$ cat config.mk
export PLATFORM = sky130hd
export DESIGN_NAME = bus_arbiter
export DESIGN_NICKNAME = d
export VERILOG_FILES = /design/src/rtl/bus_arbiter_pkg.sv /design/src/rtl/bus_watchdog.sv /design/src/rtl/bus_arbiter.sv
export SDC_FILE = /design/constraint.sdc
export NUM_CORES = 1
export LEC_CHECK = 0
export CORE_AREA = 2 2 108 110
export CTS_BUF_LIST = sky130_fd_sc_hd__clkbuf_4 sky130_fd_sc_hd__clkbuf_8
export DETAILED_ROUTE_END_ITERATION = 12
export DIE_AREA = 0 0 110 112
export PLACE_DENSITY = 0.67
export SLEW_MARGIN = 20
export SYNTH_ARGS = -nofsm -noshare
export SYNTH_HDL_FRONTEND = slang
export SYNTH_SLANG_ARGS = --single-unit
export TNS_END_PERCENT = 20
$ cat constraint.sdc
create_clock -name clk -period 2 [get_ports clk]
set_input_delay 0.4 -clock clk [delete_from_list [all_inputs] [get_ports clk]]
set_output_delay 0.4 -clock clk [all_outputs]
set_load 0.005 [all_outputs]
$ cat src/rtl/bus_arbiter_pkg.sv
// bus_arbiter_pkg: shared widths and state encoding for the two-master bus arbiter
package bus_arbiter_pkg;
    localparam int ADDR_W = 32;
    localparam int DATA_W = 32;
    localparam int STRB_W = 4;
    localparam int WAIT_W = 16;
    typedef enum logic [1:0] {IDLE, BUSY0, BUSY1} arb_state_t;
endpackage

$ cat src/rtl/bus_watchdog.sv
// bus_watchdog: per-transfer wait counter that flags when the slave has stalled TIMEOUT cycles
module bus_watchdog
    import bus_arbiter_pkg::*;
#(
    parameter int unsigned TIMEOUT = 255
) (
    input  logic clk,
    input  logic reset,
    input  logic clear,
    input  logic count,
    output logic expired
);
    logic [WAIT_W-1:0] wait_cnt;
    always_ff @(posedge clk or posedge reset)
        if (reset) wait_cnt <= '0;
        else if (clear) wait_cnt <= '0;
        else if (count) wait_cnt <= wait_cnt + 1'b1;
    assign expired = (TIMEOUT != 0) && (wait_cnt == WAIT_W'(TIMEOUT));
endmodule

$ cat src/rtl/bus_arbiter.sv
// bus_arbiter: round-robin two-master to one-slave arbiter with transfer-long grant and watchdog
module bus_arbiter
    import bus_arbiter_pkg::*;
#(
    parameter int unsigned TIMEOUT = 255
) (
    input  logic                   clk,
    input  logic                   reset,
    input  logic [1:0]             m_valid,
    input  logic [1:0][ADDR_W-1:0] m_address,
    input  logic [1:0][STRB_W-1:0] m_wstrobe,
    input  logic [1:0][DATA_W-1:0] m_wdata,
    output logic [DATA_W-1:0]      m_rdata,
    output logic [1:0]             m_ready,
    output logic                   m_irq,
    output logic                   s_valid,
    output logic [ADDR_W-1:0]      s_address,
    output logic [STRB_W-1:0]      s_wstrobe,
    output logic [DATA_W-1:0]      s_wdata,
    input  logic [DATA_W-1:0]      s_rdata,
    input  logic                   s_ready,
    input  logic                   s_irq,
    output logic                   timeout_pulse
);
    arb_state_t state, state_nx;
    logic last, owner, busy, expired, timeout, done, grant;
    assign busy    = state != IDLE;
    assign owner   = state == BUSY1;
    assign timeout = busy && expired && !s_ready;
    assign done    = busy && (s_ready || timeout);
    assign grant   = (state_nx != IDLE) && (!busy || done);
    assign timeout_pulse = timeout;
    assign m_irq     = s_irq;
    assign s_valid   = busy && m_valid[owner] && !timeout;
    assign s_address = busy ? m_address[owner] : '0;
    assign s_wstrobe = busy ? m_wstrobe[owner] : '0;
    assign s_wdata   = busy ? m_wdata[owner] : '0;
    assign m_rdata   = (busy && !timeout) ? s_rdata : '0;
    assign m_ready   = done ? (owner ? 2'b10 : 2'b01) : 2'b00;
    // the finishing master still holds valid this cycle, so only the other one can take over
    always_comb begin
        state_nx = state;
        if (!busy)
            state_nx = (m_valid == 2'b11) ? (last ? BUSY0 : BUSY1) :
                       m_valid[0] ? BUSY0 : m_valid[1] ? BUSY1 : IDLE;
        else if (done)
            state_nx = m_valid[~owner] ? (owner ? BUSY0 : BUSY1) : IDLE;
    end
    always_ff @(posedge clk or posedge reset)
        if (reset) begin
            state <= IDLE;
            last  <= 1'b1;
        end else begin
            state <= state_nx;
            if (done) last <= owner;
        end
    bus_watchdog #(.TIMEOUT(TIMEOUT)) u_watchdog (
        .clk    (clk),
        .reset  (reset),
        .clear  (grant),
        .count  (busy && !s_ready),
        .expired(expired)
    );
endmodule

io_fan.png
(2 px per um)
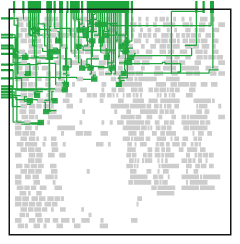
- m_wdata: green (direction input; edge 50 top, 14 left; end cells 32; wire 1990 um)

sizes.png
(4 px per um)
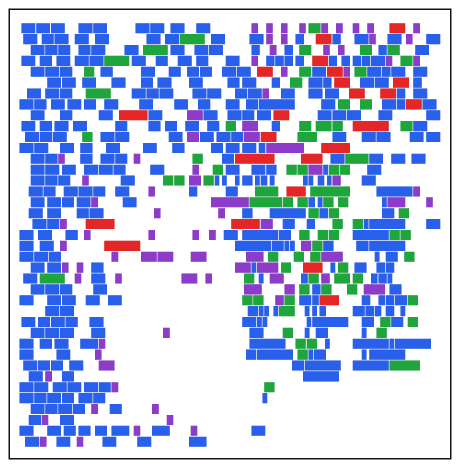
- _2 cells: purple (cells 84)
- _0 and _1 cells: blue (cells 382)
- _6 and larger: red (cells 23)
- _3 and _4 cells: green (cells 78)
Finished Cell Area: 5450 um^2
Repair and plain buffers: 337
worst setup margin: -392 ps
Area Growth Syn to Fin: 157%

placement.png
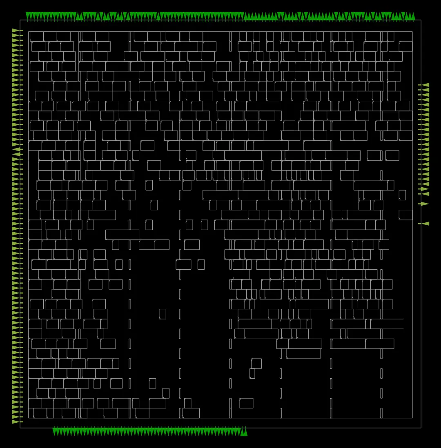
flop count: 19
FP Rows: 39
flop share of the area: 8.77%
tap cells: 143

==> results.yml <==
# implementation run metrics
routing:
  drt-initial-drc-count: 88
  dr_wl_met2_um: 8840
  post_drt_via_cell_ratio: 4.77
  wl_met1_um: 5130
  wl_met3_um: 827
  highest_layer: "met4"
final_timing:
  worst_pin_slew_ps: 388
  max_slew_margin_pct: 73.5
  layout_setup_ws_ps: -392
  setup_tns_ps: -19370
  finalSetupViolCount: 72
  finalHoldViolCount: 0
  fin_worst_skew_ps: 6.40
synthesis:
  synthesis.area_um2: 2120
  synth-seq-area-share_pct: 22.5
  ys_area_um2: 2120
  ys_types: 48
clock_network:
  cts_inserted_buffers: 3
  cts-root-buf: "clkbuf_8"
  clk_latency_ps: 260
  postCtsHoldBufs: 0
  clk_pin_slew_ps: 80
  cts.htree.levels: 1
place:
  dp_hpwl_um: 12900
  placed_area_um2: 5390
worst_hold_path:
  hp-class: "in2async"
power_and_ir_drop:
  p_leak_uw: 0.00245
die:
  die-area_um2: 12300
cells_and_area:
  seq_area_um2: 478
  logic_area_um2: 1650
  fillers: 1075
global_routing:
  grt_pass1_wl_um: 20900
  antenna_found_initial: 0
status:
  outcome: "finished, violations left"
  violations: "setup timing"
wires.png
(4 px per um) Two of the layers only.
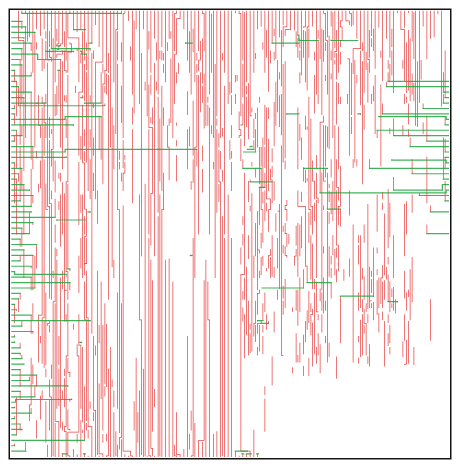
- metal 2: red (wire length 8840 um)
- metal 3: green (wire length 828 um)
DR vias: 3385
Post-Route WL: 15400 um
GRT Total Usage: 23.4%
WL/cell: 21.7 um

io_placement.png
(4 px per um) Pins as bars across the die edge, other pins in gray.
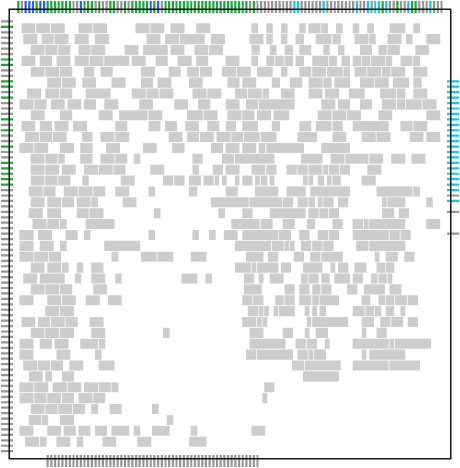
- s_rdata: cyan (pins 32; direction input; edge 22 right, 10 top)
- m_wdata: green (pins 64; direction input; edge 50 top, 14 left)
- m_wstrobe: blue (pins 8; direction input; edge top)
- all pins by edge: 116 top, 80 left, 58 bottom, 25 right

synth_stat cells, types with 2 or more instances:
master,count,area (um^2)
buf_1,2,7.51
clkbuf_1,18,67.6
a2111oi_0,2,17.5
a21o_1,2,15.0
nor4_1,7,43.8
nor3_1,3,15.0
a211oi_1,2,15.0
inv_1,3,11.3
buf_6,2,22.5
a221o_1,2,20.0
a22o_1,68,596
or4_4,2,22.5
nand3_1,6,30.0
buf_2,2,10.0
nand4_1,2,12.5
nand2_1,14,52.6
nor2_1,20,75.1
nor2b_1,3,18.8
dfrtp_1,18,450
or2_2,2,12.5
and4_1,2,17.5
clkbuf_8,2,27.5
and2_1,32,200
xnor2_1,10,87.6
nor4b_1,2,17.5
a21oi_1,2,10.0
area by class of cell:
cell class                      count  area share, %
Sequential cell                    19           8.77
Tap cell                          143           3.28
Timing Repair Buffer              337           56.6
Inverter                            3          0.207
Clock buffer                        4          0.896
Multi-Input combinational cell    204           30.3
layer usage:
layer  up-vias  GRT usage (%)
met4         0           8.95
met5         -              0
met3        26           3.40
met2       167           46.8
met1      1607           23.3
li1       1585              -
registers in the layout (all words and copies together), names as in the netlist:
name and count:
state 2, last 1, u_watchdog.wait_cnt 16
path summary, 6_finish.rpt:
path | start | cells after the start | slack [ps] | to
worst max-delay path | state[0] | 4 | -390 | s_wdata[9]
worst min register to register | last | 2 | 510 | last
worst min-delay path | reset | 3 | 470 | u_watchdog.wait_cnt[1]
min in group clk | last | 2 | 510 | last
max in group asynchronous | reset | 3 | 1260 | last
worst max register to register | u_watchdog.wait_cnt[0] | 8 | -120 | u_watchdog.wait_cnt[2]
cell usage in the layout, fill, tap and decap left out, types with 3 or more instances in the layout:
cell type          n
clkdlybuf4s50_1  191
xnor2_1           10
dlymetal6s2s_1     4
dfrtp_1           17
buf_6             12
nor2_1            18
clkdlybuf4s15_2    8
buf_4             51
clkbuf_2          23
inv_1              3
clkbuf_8           3
nand3_1            6
dlygate4sd2_1      4
nor4_1             6
a22o_1            63
buf_2             34
nand2_1           14
and2_1            20
and2_4            12
buf_12             4
a22o_4             5
critical path, stage by stage (launching register included):
cell,delay [ps]
dfrtp_2,460
nor2b_4,300
buf_4,210
a22o_1,200
clkdlybuf4s50_1,560
cell families after synthesis:
logic type	count (synthesis)	synth area share [%]
simple gates	105	28.4
buf+inv	30	7.27
compound gates	85	35.5
xor+xnor	10	4.13
flops	19	22.5
fa+ha+maj	1	0.591
mux	2	1.59
power breakdown:
part	leakage [uW]	switching (uW)	internal [uW]	total [uW]
combinational	0.00217	1760	2210	3970
clock	0.0000262	136	156	291
sequential	0.000254	47.5	445	492
total	0.00245	1940	2810	4760
stage by stage:
stage	hold slack (ps)	total power, uW
after global placement	493	4510
after CTS	482	4560
final	469	4760
after global routing	522	5000
after floorplan	350	1910
after detailed placement	501	4550
what timing repair did:
action                                  4_1_cts  5_1_grt
pin swaps                                    19       25
buffers inserted                              4        0
endpoints found under the setup margin      120      112
cloned                                        0        4
resized                                     250       73
Power figures rest on the tool's default switching activity, not on a simulated workload.
